==> config.mk <==
export PLATFORM = sky130hd
export DESIGN_NAME = mul_div_unit
export DESIGN_NICKNAME = d
export VERILOG_FILES = /design/src/rtl/mdu_pkg.sv /design/src/rtl/mul_div_unit.sv
export SDC_FILE = /design/constraint.sdc
export NUM_CORES = 1
export LEC_CHECK = 0
export CORE_ASPECT_RATIO = 0.6
export CORE_MARGIN = 10
export CORE_UTILIZATION = 29
export DETAILED_ROUTE_END_ITERATION = 10
export GPL_TIMING_DRIVEN = 0
export PLACE_DENSITY = 0.5
export SETUP_SLACK_MARGIN = 0.1
export SYNTH_ARGS = -nofsm -noshare
export SYNTH_HDL_FRONTEND = slang
export SYNTH_SLANG_ARGS = --single-unit
export TNS_END_PERCENT = 5
==> constraint.sdc <==
create_clock -name clk -period 7.8 [get_ports clk]
set_input_delay 1.95 -clock clk [delete_from_list [all_inputs] [get_ports clk]]
set_output_delay 1.95 -clock clk [all_outputs]
set_load 0.01 [all_outputs]
==> src/rtl/mdu_pkg.sv <==
// rtl/mdu_pkg.sv - shared constants and state encoding for the RV32M multiply/divide unit
package mdu_pkg;

  localparam int WIDTH      = 32;
  localparam int ITERATIONS = 32;

  localparam logic [2:0] F3_MUL    = 3'b000;
  localparam logic [2:0] F3_MULH   = 3'b001;
  localparam logic [2:0] F3_MULHSU = 3'b010;
  localparam logic [2:0] F3_MULHU  = 3'b011;
  localparam logic [2:0] F3_DIV    = 3'b100;
  localparam logic [2:0] F3_DIVU   = 3'b101;
  localparam logic [2:0] F3_REM    = 3'b110;
  localparam logic [2:0] F3_REMU   = 3'b111;

  typedef enum logic [1:0] {
    ST_IDLE = 2'd0,
    ST_CALC = 2'd1,
    ST_FIX  = 2'd2,
    ST_DONE = 2'd3
  } state_t;

endpackage

==> src/rtl/mul_div_unit.sv <==
// rtl/mul_div_unit.sv - iterative RV32M multiply/divide unit with register-file write-back strobe
// Operands are reduced to magnitudes at start; signs are reapplied in FIX.
module mul_div_unit
  import mdu_pkg::*;
(
  input  logic             clk,
  input  logic             rst,
  input  logic             start,
  input  logic [2:0]       funct3,
  input  logic [WIDTH-1:0] busA,
  input  logic [WIDTH-1:0] busB,
  input  logic [4:0]       rd,
  output logic             busy,
  output logic             done,
  output logic [WIDTH-1:0] result,
  output logic [4:0]       rw,
  output logic             regwr
);

  state_t               r_state;
  state_t               w_next;
  logic [2:0]           r_op;
  logic [4:0]           r_rd;
  logic [5:0]           r_count;
  logic [2*WIDTH-1:0]   r_acc;
  logic [WIDTH-1:0]     r_opb;
  logic                 r_neg_main;
  logic                 r_neg_rem;
  logic [WIDTH-1:0]     r_result;
  logic [4:0]           r_rw;

  logic                 w_a_signed;
  logic                 w_b_signed;
  logic                 w_a_neg;
  logic                 w_b_neg;
  logic [WIDTH-1:0]     w_a_mag;
  logic [WIDTH-1:0]     w_b_mag;
  logic                 w_is_div;
  logic                 w_div_zero;
  logic                 w_overflow;
  logic                 w_fast;
  logic [WIDTH-1:0]     w_fast_result;

  logic [WIDTH:0]       w_sum;
  logic [2*WIDTH-1:0]   w_mul_next;
  logic [WIDTH:0]       w_shift;
  logic                 w_ge;
  logic [WIDTH-1:0]     w_diff;
  logic [2*WIDTH-1:0]   w_div_next;

  logic [2*WIDTH-1:0]   w_prod;
  logic [WIDTH-1:0]     w_quo;
  logic [WIDTH-1:0]     w_rem;
  logic [WIDTH-1:0]     w_fix_result;

  assign w_a_signed = (funct3 == F3_MUL) || (funct3 == F3_MULH) || (funct3 == F3_MULHSU) ||
                      (funct3 == F3_DIV) || (funct3 == F3_REM);
  assign w_b_signed = (funct3 == F3_MUL) || (funct3 == F3_MULH) ||
                      (funct3 == F3_DIV) || (funct3 == F3_REM);
  assign w_a_neg    = w_a_signed & busA[WIDTH-1];
  assign w_b_neg    = w_b_signed & busB[WIDTH-1];
  assign w_a_mag    = w_a_neg ? (~busA + 32'd1) : busA;
  assign w_b_mag    = w_b_neg ? (~busB + 32'd1) : busB;

  assign w_is_div   = funct3[2];
  assign w_div_zero = w_is_div && (busB == 32'd0);
  assign w_overflow = ((funct3 == F3_DIV) || (funct3 == F3_REM)) &&
                      (busA == 32'h8000_0000) && (busB == 32'hFFFF_FFFF);
  assign w_fast     = w_div_zero || w_overflow;

  // funct3[1] distinguishes REM/REMU from DIV/DIVU among the divide codes
  always_comb begin
    w_fast_result = 32'd0;
    if (w_div_zero) begin
      w_fast_result = funct3[1] ? busA : 32'hFFFF_FFFF;
    end else if (w_overflow) begin
      w_fast_result = funct3[1] ? 32'd0 : 32'h8000_0000;
    end
  end

  assign w_sum      = {1'b0, r_acc[2*WIDTH-1:WIDTH]} + (r_acc[0] ? {1'b0, r_opb} : 33'd0);
  assign w_mul_next = {w_sum, r_acc[WIDTH-1:1]};

  // Restoring step: upper half is the partial remainder, lower half shifts dividend out / quotient in
  assign w_shift    = {r_acc[2*WIDTH-1:WIDTH], r_acc[WIDTH-1]};
  assign w_ge       = w_shift >= {1'b0, r_opb};
  assign w_diff     = w_shift[WIDTH-1:0] - r_opb;
  assign w_div_next = {(w_ge ? w_diff : w_shift[WIDTH-1:0]), r_acc[WIDTH-2:0], w_ge};

  assign w_prod = r_neg_main ? (~r_acc + 64'd1) : r_acc;
  assign w_quo  = r_neg_main ? (~r_acc[WIDTH-1:0] + 32'd1) : r_acc[WIDTH-1:0];
  assign w_rem  = r_neg_rem ? (~r_acc[2*WIDTH-1:WIDTH] + 32'd1) : r_acc[2*WIDTH-1:WIDTH];

  always_comb begin
    w_fix_result = 32'd0;
    case (r_op)
      F3_MUL:                       w_fix_result = w_prod[WIDTH-1:0];
      F3_MULH, F3_MULHSU, F3_MULHU: w_fix_result = w_prod[2*WIDTH-1:WIDTH];
      F3_DIV, F3_DIVU:              w_fix_result = w_quo;
      default:                      w_fix_result = w_rem;
    endcase
  end

  always_ff @(posedge clk or posedge rst) begin
    if (rst) begin
      r_state <= ST_IDLE;
    end else begin
      r_state <= w_next;
    end
  end

  always_comb begin
    w_next = r_state;
    case (r_state)
      ST_IDLE: if (start) w_next = w_fast ? ST_DONE : ST_CALC;
      ST_CALC: if (r_count == 6'(ITERATIONS - 1)) w_next = ST_FIX;
      ST_FIX:  w_next = ST_DONE;
      ST_DONE: w_next = ST_IDLE;
      default: w_next = ST_IDLE;
    endcase
  end

  always_ff @(posedge clk or posedge rst) begin
    if (rst) begin
      r_op       <= 3'd0;
      r_rd       <= 5'd0;
      r_count    <= 6'd0;
      r_acc      <= 64'd0;
      r_opb      <= 32'd0;
      r_neg_main <= 1'b0;
      r_neg_rem  <= 1'b0;
      r_result   <= 32'd0;
      r_rw       <= 5'd0;
    end else begin
      case (r_state)
        ST_IDLE: begin
          if (start) begin
            r_op       <= funct3;
            r_rd       <= rd;
            r_count    <= 6'd0;
            r_neg_main <= w_a_neg ^ w_b_neg;
            r_neg_rem  <= w_a_neg;
            r_acc      <= {32'd0, (w_is_div ? w_a_mag : w_b_mag)};
            r_opb      <= w_is_div ? w_b_mag : w_a_mag;
            if (w_fast) begin
              r_result <= w_fast_result;
              r_rw     <= rd;
            end
          end
        end
        ST_CALC: begin
          r_acc   <= r_op[2] ? w_div_next : w_mul_next;
          r_count <= r_count + 6'd1;
        end
        ST_FIX: begin
          r_result <= w_fix_result;
          r_rw     <= r_rd;
        end
        default: ;
      endcase
    end
  end

  assign busy   = (r_state != ST_IDLE);
  assign done   = (r_state == ST_DONE);
  assign regwr  = done && (r_rw != 5'd0);
  assign result = r_result;
  assign rw     = r_rw;

endmodule

Fig. 1: power grid
Pins as bars on the die edge. Tap cells in grey.
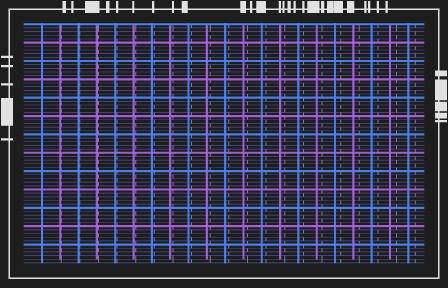
[VDD] purple
[VSS] blue
signal pins: 115
met4 straps: 21
met1 rails: 66
met5 straps: 13
Core Area: 0.0525 mm2
height of the chip: 198 um
Die X-Extent: 317 um
IR Drop Worst-Case VDD: 0.195 mV

Fig. 2: routed clock nets over the placement
Scale bar: 100 um.
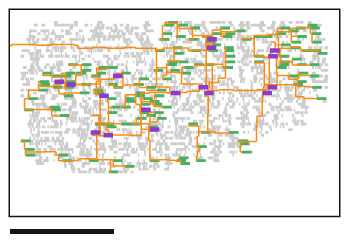
[cells driving clock nets] purple | count: 17
[clock wires] orange | length: 2790 um
[flip-flops] green | count: 151
routed clock nets: 18
later-pin clock latency in the skew report: 0.46 ns
worst clock skew on the final layout: 0.0190 ns
power consumed by the clock network: 878 uW
power share of the clock group: 10.4%

Fig. 3: the clock network
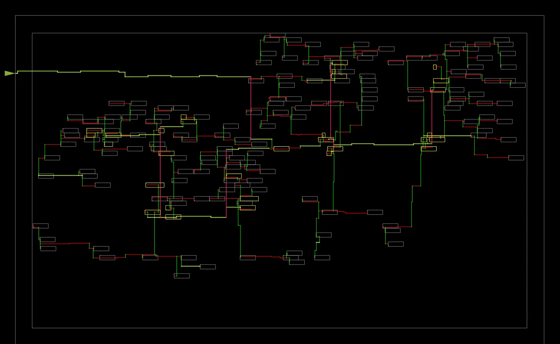
Seq Cell Count: 151
total CTS buffers: 17
TritonCTS Sinks: 151
clock buffer instance count of the final layout: 19

==> ci_impl_report.md <==
## PnR job results

| Metric | Value |
|---|---|
| Tally of filler cells in the layout | around 5.6k |
| Min-Delay Path Class | flop to flop |
| Main logic family after synthesis | AND-OR/OR-AND gates |
| Area grow syn2layout | 17.1% |
| Async set-or-reset flop fraction in the synthesized netlist | 100% |
| First-iteration detailed-routing DRC count | about 2.3k |
| GRT Resource Usage Total | 24.0% |
| Launching element type of the critical path | input port |
| Multi-input combinational gate total | around 1.7k |
| Tally of unique sky130hd cells used after synthesis | roughly 80 |
| Number of buffers outside the clock class in the layout | ~250 |
| # placed instances | ~2.9k |
| Biggest area consumer among synthesized cells | sky130_fd_sc_hd__dfrtp_1 |
| Ports | around 120 |
| Yosys reg bits | 151 |
| Number of cells traversed by the worst register-to-register path | 13 |
| Non-filler instance count after layout | a little under 3k |
| Number of flip-flops in the largest register | 64 |
| Sum of routed wire segments on met1 | roughly 38000 um |
| Area of the multi-input gates | between 0.01 and 0.015 mm2 |
| Sum of buffers and inverters on the critical path | 3 |
| Critical path cell sequence | clkdlybuf4s50_1 > inv_1 > ha_1 > or3b_2 > nor4b_1 > nor4b_1 > nand2_1 > o21ai_2 > a31oi_2 > clkbuf_1 > nand2_1 > o31ai_1 |
| Congestion Overflow GR | 0 |
| Yosys chip area | 0.0154 mm2 |
| Placed instance area | approximately 0.017 mm2 |
| Number of instances in the synthesized netlist | around 2.1k |
| Power attributed to combinational cells | around 6000 uW |
| Share of the final layout cell area in sequential cells | between 20% and 30% |
| Peak-usage layer in the global routing report | met1 |
| Sequential group power | approximately 1600 uW |
| Number of synthesized flops with an enable pin | 0 |
| Critical-path top delay cell | sky130_fd_sc_hd__nor4b_1 |
| Floorplan Nets | about 2.2k |
| Terminating pin of the worst hold path | result[31]$_DFFE_PP0P_ |
| Final setup TNS | 0 ns |
| Netlist Area Pre-Place | roughly 0.015 mm2 |
| Cell Int Power | between 3000 and 4000 uW |
| RR Startpoint | r_acc[0]$_DFFE_PP0P_ |
| Largest cell class by area | combinational gates |
| Sw power | approximately 4800 uW |
| Hold-fix buffers at CTS | 0 |
| Clock slew seen by the registers of the worst setup and hold paths | ~0.080 ns |
| Share of synthesized cell area in and-or and or-and compound cells | 28.2% |
| Largest fanout on the critical path | 10 |
| Logic pwr share | a little under three quarters |
| Tool warnings | 32 |
| Number of well-tap cells placed | 703 |
| Antenna Cells | 0 |
| Smallest hold slack | 0.476 ns |
| Flop2flop setup slack | just under 3 ns |
| RSZ-0062 raised after global routing | false |
| Data arrival time of the critical path | roughly 6.3 ns |
| Post-layout net count | 2352 |
| Worst path top cell family by delay | simple AND/OR/NAND/NOR gates |
| Worst hold path depth | 2 |
| Detail Route met2 WL | between 20000 and 30000 um |
| Avg Inst Size Synth | approximately 7.4 um2 |
| Buffer count from post-CTS setup fixing | 0 |
| Routability Congestion | approximately 0.99 |
| Yosys warning tally | 0 |
| Dominant register cell in the synthesized netlist | sky130_fd_sc_hd__dfrtp_1 |
| Synthesized-area fraction occupied by and/or/nand/nor cells | 20.7% |
| Share of the core filled with cells in the final layout | approximately 34% |
| Share of post-route cells with drive strength above 1 | 4.52% |
| CTS tree | built |
| Nature of the critical path endpoint | flop |
| Adder-cell share of the synthesized area | 6.29% |
| Outcome | complete, no violations |
| Non-clock inverter instance count of the final layout | approximately 76 |
| Biggest area contributors in the synthesized netlist | sky130_fd_sc_hd__dfrtp_1, sky130_fd_sc_hd__o21ai_0, sky130_fd_sc_hd__a21oi_1 |
| Setup slack at placement | about 1.6 ns |
| Final-layout clock-cell area share | roughly 3.2% |
| Share of total power in sequential cells | around 19% |
| Number of remaining DRC errors | 0 |
| Highest-power group | combinational cells |
| Hold_sp | result[31]$_DFFE_PP0P_ |
| Die footprint | around 0.063 mm2 |
| Sequential cell area | approximately 0.0038 mm2 |
| Count of instantiated cells in the yosys netlist | a little over 2k |
| Highest signal layer in the routed design | met4 |
| Net switching fraction of the power | 56.1% |
| Achievable Freq | ~170 MHz |
| Total length of routed met3 wires | around 12000 um |
| Rows | between 60 and 70 |
| H-tree Lvls | 4 |
| Most frequent cell after synthesis | sky130_fd_sc_hd__nor2_1 |
| Number of iterations in the first detailed-routing pass | 7 |
| Vias | 17.5k |
| Total of max-cap violations | 0 |
| Most frequently placed logic cells in the final layout | sky130_fd_sc_hd__nor2_1, sky130_fd_sc_hd__o21ai_0, sky130_fd_sc_hd__nand2_1, sky130_fd_sc_hd__a21oi_1, sky130_fd_sc_hd__dfrtp_1 |
| Total of endpoints with negative setup slack in the final report | 0 |
| Global-route wire length before repair | about 110000 um |
| Maximum number of buffers from clock root to sink | 2 |
| Via count of the first global-routing pass | about 16k |
| Largest net degree at the start of global routing | about 110 |
| Delay of the slowest cell on the worst path | ~0.64 ns |
| Met2 track utilization from global routing | between 20% and 30% |
| Synth mux share | 5.01% |
| Required arrival time at the worst endpoint | 8.12 ns |
| Reg with most FFs | r_acc |
| Average wire per cell in the routed design | 26.7 um |
| Power per Cell Area | 471 mW/mm2 |
==> worst register-to-register path, stage by stage (launching register included) <==
cell and delay [ns]:
sky130_fd_sc_hd__dfrtp_1 0.48, sky130_fd_sc_hd__inv_1 0.25, sky130_fd_sc_hd__clkbuf_1 0.54, sky130_fd_sc_hd__nor2_1 0.14, sky130_fd_sc_hd__ha_1 0.36, sky130_fd_sc_hd__and3_1 0.20
sky130_fd_sc_hd__a2111o_1 0.47, sky130_fd_sc_hd__o22ai_1 0.60, sky130_fd_sc_hd__o211ai_1 0.31, sky130_fd_sc_hd__a31oi_1 0.39, sky130_fd_sc_hd__o21ai_0 0.31, sky130_fd_sc_hd__o21ai_0 0.30
sky130_fd_sc_hd__mux2i_1 0.10, sky130_fd_sc_hd__or3_1 0.37
Power and IR drop assume default switching activity.
